$ cat src/rtl/io_bridge.sv
// io_bridge: memory-mapped I/O for the stack core. It holds an LED register, a UART transmitter fed by a 4-byte FIFO, and a free-running tick counter.
// Latency: writes take effect on the write edge and reads are combinational from io_address. uart_tx falls one clock after a push into an empty, idle transmitter.
// Backpressure: none towards the core. A push to a full FIFO with no pop on the same edge is dropped and sets a sticky overflow flag.
//
// Ports:
//   clock, active_low_reset        : system clock (rising edge); asynchronous active-low reset
//   io_address[15:0]               : full 16-bit decode address (reads and writes)
//   io_write_enable, io_write_data : write strobe and write data from the core
//   io_read_data                   : combinational read data back to the core
//   leds[7:0]                      : LED register
//   uart_tx                        : 8N1 serial output, idle high, registered
//
// Register map:
//   0x1000 LED
//   0x2000 TX data (write-only push)
//   0x2001 TX status {count[5:3], overflow[2], full[1], busy[0]}; any write clears overflow
//   0x3000 tick counter

// Generic FIFO. A push into a full FIFO is accepted when a pop happens on the same edge.
// Latency: the head is visible combinationally on o_rd_dat; a push appears on the edge after it is accepted.
// Backpressure: o_wr_rdy is low only when the FIFO is full and no pop is in progress.
module fifo #(
  parameter int DW    = 8,
  parameter int DEPTH = 4
) (
  input  logic                       clock,
  input  logic                       active_low_reset,
  input  logic                       i_wr_vld,
  input  logic [DW-1:0]              i_wr_dat,
  output logic                       o_wr_rdy,
  input  logic                       i_rd_rdy,
  output logic                       o_rd_vld,
  output logic [DW-1:0]              o_rd_dat,
  output logic [$clog2(DEPTH+1)-1:0] o_count
);
  localparam int PW = (DEPTH > 1) ? $clog2(DEPTH) : 1;
  localparam int CW = $clog2(DEPTH + 1);

  logic [DW-1:0] r_mem [DEPTH];
  logic [PW-1:0] r_wr_ptr;
  logic [PW-1:0] r_rd_ptr;
  logic [CW-1:0] r_count;
  logic          w_push;
  logic          w_pop;

  assign o_rd_vld = (r_count != '0);
  assign o_rd_dat = r_mem[r_rd_ptr];
  assign o_count  = r_count;
  assign w_pop    = i_rd_rdy && o_rd_vld;
  // When the FIFO is full, the write pointer equals the read pointer. A same-edge pop
  // reads the old head before the slot is overwritten, so the write is safe.
  assign o_wr_rdy = (r_count != CW'(DEPTH)) || w_pop;
  assign w_push   = i_wr_vld && o_wr_rdy;

  always_ff @(posedge clock) begin
    if (w_push) begin
      r_mem[r_wr_ptr] <= i_wr_dat;
    end
  end

  always_ff @(posedge clock or negedge active_low_reset) begin
    if (!active_low_reset) begin
      r_wr_ptr <= '0;
      r_rd_ptr <= '0;
      r_count  <= '0;
    end else begin
      if (w_push) begin
        r_wr_ptr <= (r_wr_ptr == PW'(DEPTH - 1)) ? '0 : r_wr_ptr + 1'b1;
      end
      if (w_pop) begin
        r_rd_ptr <= (r_rd_ptr == PW'(DEPTH - 1)) ? '0 : r_rd_ptr + 1'b1;
      end
      case ({w_push, w_pop})
        2'b10:   r_count <= r_count + 1'b1;
        2'b01:   r_count <= r_count - 1'b1;
        default: r_count <= r_count;
      endcase
    end
  end
endmodule

module io_bridge #(
  parameter int WIDTH        = 16,
  parameter int CLKS_PER_BIT = 434
) (
  input  logic             clock,
  input  logic             active_low_reset,
  input  logic [15:0]      io_address,
  input  logic             io_write_enable,
  input  logic [WIDTH-1:0] io_write_data,
  output logic [WIDTH-1:0] io_read_data,
  output logic [7:0]       leds,
  output logic             uart_tx
);
  localparam logic [15:0] ADDR_LED  = 16'h1000;
  localparam logic [15:0] ADDR_TXD  = 16'h2000;
  localparam logic [15:0] ADDR_STAT = 16'h2001;
  localparam logic [15:0] ADDR_TICK = 16'h3000;
  localparam int             BCW      = $clog2(CLKS_PER_BIT);
  localparam logic [BCW-1:0] BIT_LAST = BCW'(CLKS_PER_BIT - 1);

  typedef enum logic [1:0] {S_IDLE, S_START, S_DATA, S_STOP} tx_state_t;

  logic [7:0]       r_leds;
  logic             r_overflow;
  logic [WIDTH-1:0] r_tick;
  tx_state_t        r_state;
  tx_state_t        w_state_nxt;
  logic [BCW-1:0]   r_bit_cnt;
  logic [BCW-1:0]   w_bit_cnt_nxt;
  logic [2:0]       r_bit_idx;
  logic [2:0]       w_bit_idx_nxt;
  logic [7:0]       r_shift;
  logic [7:0]       w_shift_nxt;
  logic             r_tx;
  logic             w_tx_nxt;
  logic             w_bit_end;
  logic             w_pop;
  logic             w_fifo_vld;
  logic [7:0]       w_fifo_dat;
  logic [2:0]       w_fifo_count;
  logic             w_fifo_wr_rdy;
  logic             w_wr_led;
  logic             w_wr_txd;
  logic             w_wr_stat;
  logic             w_wr_tick;
  logic             w_busy;
  logic             w_full;

  assign w_wr_led  = io_write_enable && (io_address == ADDR_LED);
  assign w_wr_txd  = io_write_enable && (io_address == ADDR_TXD);
  assign w_wr_stat = io_write_enable && (io_address == ADDR_STAT);
  assign w_wr_tick = io_write_enable && (io_address == ADDR_TICK);

  fifo #(.DW(8), .DEPTH(4)) u_tx_fifo (
    .clock            (clock),
    .active_low_reset (active_low_reset),
    .i_wr_vld         (w_wr_txd),
    .i_wr_dat         (io_write_data[7:0]),
    .o_wr_rdy         (w_fifo_wr_rdy),
    .i_rd_rdy         (w_pop),
    .o_rd_vld         (w_fifo_vld),
    .o_rd_dat         (w_fifo_dat),
    .o_count          (w_fifo_count)
  );

  assign w_busy = (w_fifo_count != 3'd0) || (r_state != S_IDLE);
  assign w_full = (w_fifo_count == 3'd4);

  always_ff @(posedge clock or negedge active_low_reset) begin
    if (!active_low_reset) begin
      r_leds     <= 8'h00;
      r_overflow <= 1'b0;
      r_tick     <= '0;
    end else begin
      if (w_wr_led) begin
        r_leds <= io_write_data[7:0];
      end
      if (w_wr_stat) begin
        r_overflow <= 1'b0;
      end else if (w_wr_txd && !w_fifo_wr_rdy) begin
        r_overflow <= 1'b1;
      end
      r_tick <= w_wr_tick ? io_write_data : r_tick + 1'b1;
    end
  end

  // Transmitter. Every state lasts CLKS_PER_BIT clocks. The bit counter is cleared
  // on every state change, so each state begins counting at zero.
  assign w_bit_end = (r_bit_cnt == BIT_LAST);

  always_comb begin
    w_state_nxt   = r_state;
    w_bit_cnt_nxt = r_bit_cnt;
    w_bit_idx_nxt = r_bit_idx;
    w_shift_nxt   = r_shift;
    w_pop         = 1'b0;
    w_tx_nxt      = 1'b1;
    case (r_state)
      S_IDLE: begin
        if (w_fifo_vld) begin
          w_state_nxt   = S_START;
          w_pop         = 1'b1;
          w_shift_nxt   = w_fifo_dat;
          w_bit_cnt_nxt = '0;
        end
      end
      S_START: begin
        if (w_bit_end) begin
          w_state_nxt   = S_DATA;
          w_bit_cnt_nxt = '0;
          w_bit_idx_nxt = 3'd0;
        end else begin
          w_bit_cnt_nxt = r_bit_cnt + 1'b1;
        end
      end
      S_DATA: begin
        if (w_bit_end) begin
          w_bit_cnt_nxt = '0;
          if (r_bit_idx == 3'd7) begin
            w_state_nxt = S_STOP;
          end else begin
            w_bit_idx_nxt = r_bit_idx + 1'b1;
            w_shift_nxt   = {1'b0, r_shift[7:1]};
          end
        end else begin
          w_bit_cnt_nxt = r_bit_cnt + 1'b1;
        end
      end
      S_STOP: begin
        if (w_bit_end) begin
          w_bit_cnt_nxt = '0;
          // Chain straight into the next start bit so queued bytes go out with no idle gap.
          if (w_fifo_vld) begin
            w_state_nxt = S_START;
            w_pop       = 1'b1;
            w_shift_nxt = w_fifo_dat;
          end else begin
            w_state_nxt = S_IDLE;
          end
        end else begin
          w_bit_cnt_nxt = r_bit_cnt + 1'b1;
        end
      end
      default: begin
        w_state_nxt   = S_IDLE;
        w_bit_cnt_nxt = '0;
      end
    endcase
    // uart_tx is registered from the next state, so the line changes on the same
    // edge as the state and has no combinational path to the pin.
    case (w_state_nxt)
      S_START: w_tx_nxt = 1'b0;
      S_DATA:  w_tx_nxt = w_shift_nxt[0];
      default: w_tx_nxt = 1'b1;
    endcase
  end

  always_ff @(posedge clock or negedge active_low_reset) begin
    if (!active_low_reset) begin
      r_state   <= S_IDLE;
      r_bit_cnt <= '0;
      r_bit_idx <= 3'd0;
      r_shift   <= 8'h00;
      r_tx      <= 1'b1;
    end else begin
      r_state   <= w_state_nxt;
      r_bit_cnt <= w_bit_cnt_nxt;
      r_bit_idx <= w_bit_idx_nxt;
      r_shift   <= w_shift_nxt;
      r_tx      <= w_tx_nxt;
    end
  end

  always_comb begin
    io_read_data = '0;
    case (io_address)
      ADDR_LED:  io_read_data = WIDTH'(r_leds);
      ADDR_STAT: io_read_data = WIDTH'({w_fifo_count, r_overflow, w_full, w_busy});
      ADDR_TICK: io_read_data = r_tick;
      default:   io_read_data = '0;
    endcase
  end

  assign leds    = r_leds;
  assign uart_tx = r_tx;
endmodule

$ cat config.mk
export PLATFORM = sky130hd
export DESIGN_NAME = io_bridge
export DESIGN_NICKNAME = d
export VERILOG_FILES = /design/src/rtl/io_bridge.sv
export SDC_FILE = /design/constraint.sdc
export NUM_CORES = 1
export LEC_CHECK = 0
export CORE_AREA = 4 4 93 95
export DETAILED_ROUTE_END_ITERATION = 10
export DIE_AREA = 0 0 97 99
export HOLD_SLACK_MARGIN = 0.1
export PLACE_DENSITY = 0.83
export SLEW_MARGIN = 20
export SYNTH_ARGS = -nofsm -noshare
export SYNTH_HDL_FRONTEND = slang
export SYNTH_SLANG_ARGS = --single-unit
$ cat constraint.sdc
create_clock -name clock -period 6.8 [get_ports clock]
set_input_delay 1.7 -clock clock [delete_from_list [all_inputs] [get_ports clock]]
set_output_delay 1.7 -clock clock [all_outputs]
set_load 0.03 [all_outputs]
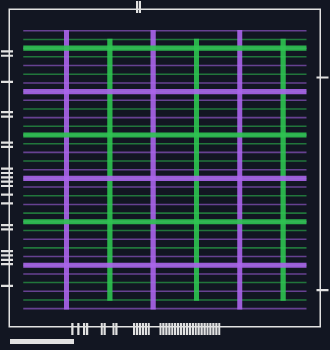
run_1/power_grid.png
The bar under the picture is 20 um long. Pins as bars on the die edge.
[VSS] purple
[VDD] green
met4 straps: 6
met5 straps: 6

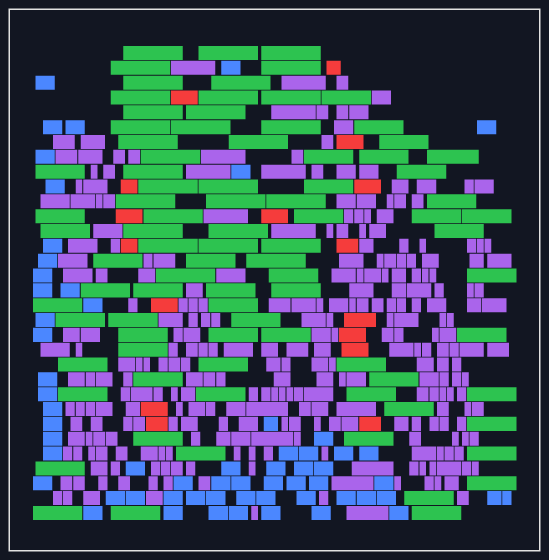
run_1/placement_by_type.png
[flops] green | cells: 87 | share of their area: 44%
[combinational and other logic] purple | cells: 285 | share of their area: 41%
[other buffers and delay cells] blue | cells: 61 | share of their area: 11%
[clock drivers and dummy loads] red | cells: 16 | share of their area: 3.8%

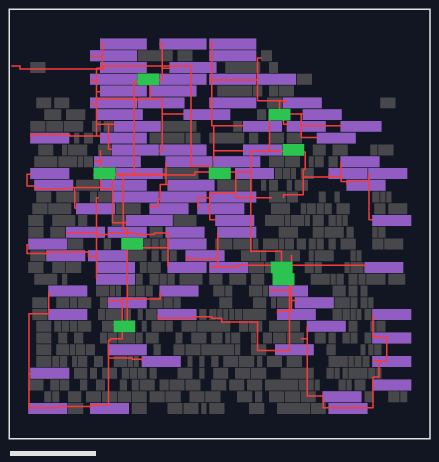
run_1/clk_routes.png
The bar under the picture is 20 um long.
[clock drivers] green | count: 9
[clock wires] red | length: 988 um
[flip-flops] purple | count: 87
flops lie: all over the die
routed clock nets: 10

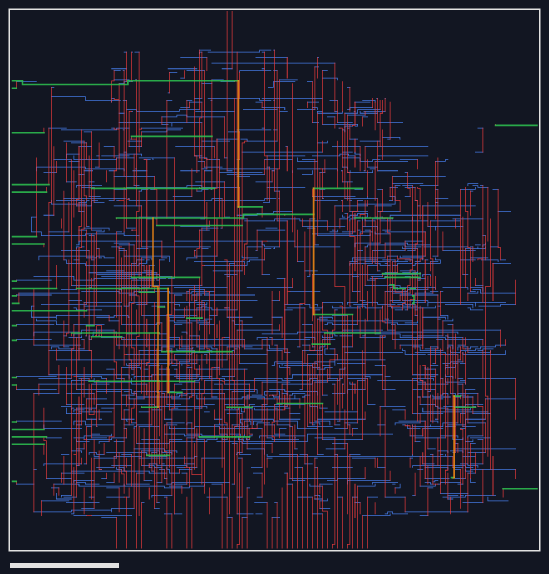
run_1/wires.png
The bar under the picture is 20 um long.
[metal 2] red | wire length: 5090 um
[metal 3] green | wire length: 410 um
[metal 4] orange | wire length: 116 um
[metal 1] blue | wire length: 4060 um

==> impl_metrics.json, run 1 <==
{
  "status": "complete, no violations",
  "via_per_inst": 5.935,
  "p_per_area_nw_per_um2": 181.2,
  "ys_sh_mux_pct": 8.557,
  "fin_cells": 551,
  "first_pass_iters": 5,
  "fill_cells": 534,
  "hold_path_end": "r_shift[3]$_DFFE_PN0P_",
  "finalMaxSlewViolations": 0,
  "reg2reg_from": "r_bit_cnt[1]$_DFFE_PN0N_",
  "cts_root_buf": "clkbuf_8",
  "worst_pin_slew_ps": 798.3,
  "synthToLayoutAreaGrowth_pct": 19.69,
  "ys_warn_count": 0,
  "cp_max_fo": 6,
  "cts_setup_buffers": 0,
  "period_needed_ps": 5914,
  "place_ws_ps": 901.3,
  "place_congestion": 0.9180,
  "relSlewSlack_pct": 46.62,
  "syn_area_per_cell_um2": 11.83
}
[run 1: cells in the final DEF, fill, tap and decap left out, types with 4 or more instances in the layout]
cell             Yosys  routed
nor3_1               7       7
inv_1               21      21
a221o_1              6       6
nor2_1              18      18
clkbuf_8             0       9
clkdlybuf4s50_1      0      58
nand3_1             24      24
a222oi_1             4       4
a22oi_1              5       5
nor4_4               3       4
xor2_1               8       8
o21ai_0             21      21
nand4_1              5       5
nand2_1             20      20
and3_1               7       7
o21ai_1             18      18
and2_1              13      13
mux2_4               8       8
mux4_2               8       8
nor2b_1              8       8
a21oi_1              6       6
dfrtp_1             54      54
ha_1                16      16
edfxtp_1            32      32
xnor2_1              8       8
[run 1: layer usage]
layer / global-route usage, % / vias to the layer above / wire [um]
li1: - / 1550 / -
met1: 26.97 / 1617 / 4062
met2: 36.36 / 91 / 5086
met3: 3.255 / 12 / 409
met4: 6.803 / 0 / 115
met5: 0 / - / 0
[run 1: logic make-up after synthesis]
logic type | after synthesis
adder cells (fa/ha/maj) | 17
XOR/XNOR | 16
flip-flops | 87
buffers and inverters | 31
AND/OR/NAND/NOR | 127
multiplexers | 24
AND-OR/OR-AND | 80
[run 1: flip-flops by register name (all words and copies together), names as in the netlist, 3 cells and up]
signal             cells
u_tx_fifo.r_mem       32
r_tick                16
r_bit_cnt              9
leds                   8
r_shift                8
u_tx_fifo.o_count      3
r_bit_idx              3
[run 1: layout make-up]
type	instances	area share (%)
Sequential cell	87	43.24
Multi-Input combinational cell	264	38.15
Timing Repair Buffer	61	11.11
Tap cell	102	2.360
Clock buffer	9	2.291
Inverter	21	1.458
Clock inverter	7	1.388
[run 1: power by group]
part	leakage [nW]	switching, W	internal (W)
Combinational	0.995	0.0000294	0.0000281
Sequential	0.989	0.0000133	0.000552
Clock	0.0985	0.000211	0.000145
run_1/clocks.png
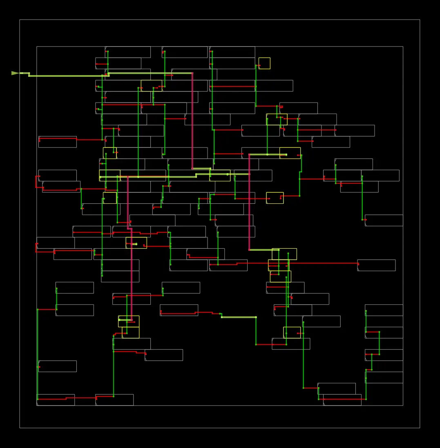

==> run 2: changes to the inputs <==
--- a/config.mk
+++ b/config.mk
@@ -5,11 +5,10 @@
 export SDC_FILE = /design/constraint.sdc
 export NUM_CORES = 1
 export LEC_CHECK = 0
-export CORE_AREA = 4 4 93 95
+export CORE_AREA = 4 4 113 115
 export DETAILED_ROUTE_END_ITERATION = 10
-export DIE_AREA = 0 0 97 99
+export DIE_AREA = 0 0 117 119
 export HOLD_SLACK_MARGIN = 0.1
-export PLACE_DENSITY = 0.83
 export SLEW_MARGIN = 20
 export SYNTH_ARGS = -nofsm -noshare
 export SYNTH_HDL_FRONTEND = slang
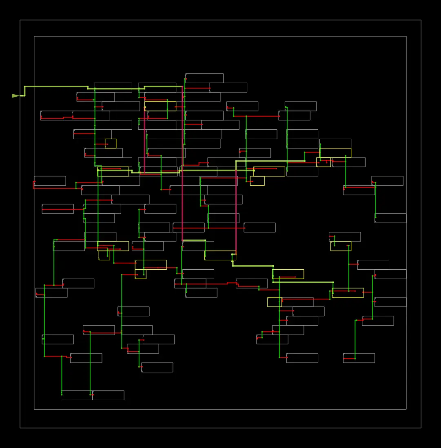
run_2/clocks.png
power in the clock group: 0.000492 W
Layout Skew: 7.046 ps
Worst-Skew Late Latency: 340 ps
CLK BUF: 9
Flops: 87

==> run 2 against run 1 <==
Worst setup slack worse by 27 ps. Register-to-register slack worse by 20 ps. Sequential power about the same. First-iteration DRC count up 19%. Die area rose by 45%. Routed wire length increased by 5.3%. Final cell count grew 8.2%. Count of clock-buffer cells in the layout is the same. Combinational power barely moved. Critical endpoint is now io_read_data[5]. Largest cell class unchanged.
==> impl_metrics.json, run 2 <==
{
  "syn_area_per_cell_um2": 11.83,
  "cp_max_fo": 9,
  "status": "complete, no violations",
  "fill_cells": 1114,
  "relSlewSlack_pct": 47.68,
  "top_layer": "met4",
  "cts_setup_buffers": 0,
  "p_per_area_nw_per_um2": 200.4,
  "vias": 3225,
  "sw_frac_of_total_pct": 24.54,
  "power_switching_w": 0.0002737,
  "drive_above_1_share_pct": 11.36,
  "place_congestion": 0.8586,
  "synth-edff-count": 32,
  "seqPwrFrac_pct": 50.7,
  "final_layout_top_logic_cell": "clkdlybuf4s50_1",
  "met1_usage_pct": 20.88,
  "first_pass_iters": 4,
  "syn_area_um2": 4518,
  "largest_registers": "u_tx_fifo.r_mem (32), r_tick (16), r_bit_cnt (9)",
  "drt-met1-wl_mm": 4.658,
  "grt.met2_usage_pct": 24.72,
  "top_cell_area_share_pct": 29.91,
  "p_clk_share_pct": 44.1,
  "grt.busiest_layer": "met2",
  "reg2reg_from": "r_bit_cnt[1]$_DFFE_PN0N_",
  "dr_wl_met2_mm": 5.007,
  "grt.met3_usage_pct": 4.014,
  "lay_top_cells": "clkdlybuf4s50_1, dfrtp_1, edfxtp_1",
  "largest_reg_flops": 32,
  "place_ws_ps": 868.6,
  "async_flop_share_pct": 63.22,
  "top_cells_by_count": "dfrtp_1, edfxtp_1, nand3_1, inv_1, o21ai_0",
  "hold_path_end": "r_shift[4]$_DFFE_PN0P_",
  "period_needed_ps": 5942,
  "worst_pin_slew_ps": 782.3,
  "finalMaxSlewViolations": 0,
  "power_frac_comb_pct": 5.2,
  "crit_cells": 7,
  "top_register": "u_tx_fifo.r_mem",
  "internal_power_w": 0.0008418,
  "synthToLayoutAreaGrowth_pct": 23.21,
  "synth_area_leader_cell": "dfrtp_1",
  "met3_length_um": 387,
  "via_per_inst": 5.411,
  "ys_warn_count": 0
}
## run 2: cell counts after synthesis
Identical to the previous run, type by type.
## run 2: cells by family (layout without fill, tap and decap cells)
family / Yosys count / count (layout) / share of synthesized area (%)
multiplexers: 24 / 24 / 8.557
buffers and inverters: 31 / 98 / 2.769
AND-OR/OR-AND: 80 / 80 / 11.80
adder cells (fa/ha/maj): 17 / 17 / 4.874
flip-flops: 87 / 87 / 51.76
AND/OR/NAND/NOR: 127 / 127 / 17.14
XOR/XNOR: 16 / 16 / 3.102
## run 2: worst max path at each step
stage                            to           start  slack (ps)
floorplan           io_read_data[1]  io_address[11]        1860
global placement    io_read_data[5]   io_address[1]         890
detailed placement  io_read_data[5]   io_address[6]         870
CTS                 io_read_data[5]   io_address[6]         860
global route        io_read_data[1]   io_address[1]         710
finish              io_read_data[5]   io_address[6]         860
## run 2: final cells by class
class	count	area [um^2]	area share, %
clock inverter	7	76.32	1.371
timing repair buffer	61	600.6	10.79
tap	147	183.9	3.304
multi-input combinational	264	2063	37.06
sequential	87	2338	42.01
inverter	21	78.83	1.416
clock buffer	9	225.2	4.046
## run 2: through the flow
step                area (um^2)  instances
floorplan                  4518        382
global placement           5265        580
detailed placement         5265        580
CTS                        5567        596
global route               5567        596
finish                     5567        596
## run 2: power groups by stage
stage	clock [W]	sequential, W	combinational, W
final	0.000492	0.000566	0.0000578
after global routing	0.000529	0.000566	0.0000639
after CTS	0.000507	0.000565	0.0000592
after detailed placement	0	0.000575	0.0000589
after global placement	0	0.000575	0.0000570
after floorplan	0	0.000572	0.0000210
## run 2: worst register-to-register path: cells and delay by family, from the launching register on
family                   cells  cell delay [ps]
AND/OR/NAND/NOR              3             1170
AND-OR/OR-AND                2              480
flip-flops                   1              400
adder cells (fa/ha/maj)      1              170
buffers and inverters        1               70
==> run 3: changes to the inputs <==
--- a/config.mk
+++ b/config.mk
@@ -9,6 +9,7 @@
 export DETAILED_ROUTE_END_ITERATION = 10
 export DIE_AREA = 0 0 117 119
 export HOLD_SLACK_MARGIN = 0.1
+export RECOVER_POWER = 25
 export SLEW_MARGIN = 20
 export SYNTH_ARGS = -nofsm -noshare
 export SYNTH_HDL_FRONTEND = slang
==> constraint.sdc (replaced) <==
create_clock -name clock -period 5.72 [get_ports clock]
set_input_delay 1.43 -clock clock [delete_from_list [all_inputs] [get_ports clock]]
set_output_delay 1.43 -clock clock [all_outputs]
set_load 0.03 [all_outputs]
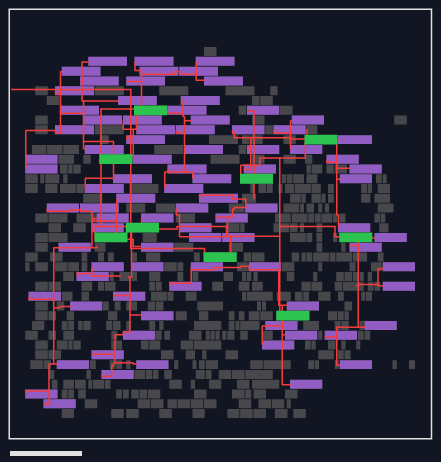
run_3/clk_routes.png
The bar under the picture is 20 um long.
[clock wires] red | length: 1100 um
[clock drivers] green | count: 9
[flip-flops] purple | count: 87
routed clock nets: 10

==> run 3 against run 2 <==
The flow now finishes with violations (capacitance limit, slew limit). Synthesized cell count did not move. Routed wire length fell by 1.8%. Global-route usage fell by 0.068 points. Power rose by 18%. Clock skew barely moved. Worst setup slack got worse by 370 ps.
==> impl_metrics.json, run 3 <==
{
  "status": "finished, violations left",
  "violations": "capacitance limit, slew limit",
  "via_per_inst": 5.413,
  "seqPwrFrac_pct": 50.9,
  "place_congestion": 0.8391,
  "lay_top_cells": "clkdlybuf4s50_1, dfrtp_1, edfxtp_1",
  "max-cap-violations": 1,
  "largest_registers": "u_tx_fifo.r_mem (32), r_tick (16), r_bit_cnt (9)",
  "first_pass_iters": 6,
  "pwr.group.clock_w": 0.000579,
  "relSlewSlack_pct": -99.93,
  "p_per_area_nw_per_um2": 236.0,
  "power_frac_comb_pct": 5.2,
  "sw_frac_of_total_pct": 24.20,
  "skew_ps": 6.712,
  "fill_cells": 1086,
  "cp_max_fo": 32,
  "finalMaxSlewViolations": 56,
  "place_ws_ps": 482.5,
  "synthToLayoutAreaGrowth_pct": 23.54,
  "internal_power_w": 0.0009986,
  "syn_area_um2": 4518
}
run 3: area by class of cell:
class | count | area, um^2 | area share (%)
Inverter | 21 | 78.83 | 1.412
Timing Repair Buffer | 63 | 624.3 | 11.19
Clock buffer | 9 | 225.2 | 4.035
Multi-Input combinational cell | 264 | 2058 | 36.88
Tap cell | 147 | 183.9 | 3.295
Sequential cell | 87 | 2338 | 41.90
Clock inverter | 7 | 72.57 | 1.300
run 3: metal layers:
layer | vias to the layer above | wire (um) | GRT usage [%]
met5 | - | 0 | 0
met4 | 0 | 137 | 4.588
met3 | 11 | 335 | 3.811
met2 | 61 | 4904 | 24.93
met1 | 1608 | 4623 | 20.79
li1 | 1557 | - | -
run 3: per-stage QoR:
step | area, um^2 | cells
2_1_floorplan | 4518 | 382
3_3_place_gp | 5293 | 582
3_5_place_dp | 5293 | 582
4_1_cts | 5590 | 598
5_1_grt | 5582 | 598
6_report | 5582 | 598
run 3: kinds of logic (layout without fill, tap and decap cells):
group                    count (synthesis)  after routing  synth area share, %
AND/OR/NAND/NOR                        127            127                17.14
flip-flops                              87             87                51.76
AND-OR/OR-AND                           80             80                11.80
buffers and inverters                   31            100                2.769
multiplexers                            24             24                8.557
adder cells (fa/ha/maj)                 17             17                4.874
XOR/XNOR                                16             16                3.102
run 3: final timing paths:
kind | endpoint | slack [ps] | depth (start not counted)
min reg2reg | r_bit_idx[2]$_DFFE_PN0P_ | 520 | 2
min | r_bit_idx[2]$_DFFE_PN0P_ | 520 | 2
max reg2reg | u_tx_fifo.r_mem[0][0]$_DFFE_PP_ | 3110 | 7
max in group asynchronous | r_tick[13]$_DFF_PN0_ | 1860 | 2
max | io_read_data[5] | 490 | 8
min in group asynchronous | r_bit_cnt[6]$_DFFE_PN0N_ | 2160 | 2
Power and IR drop assume default switching activity.
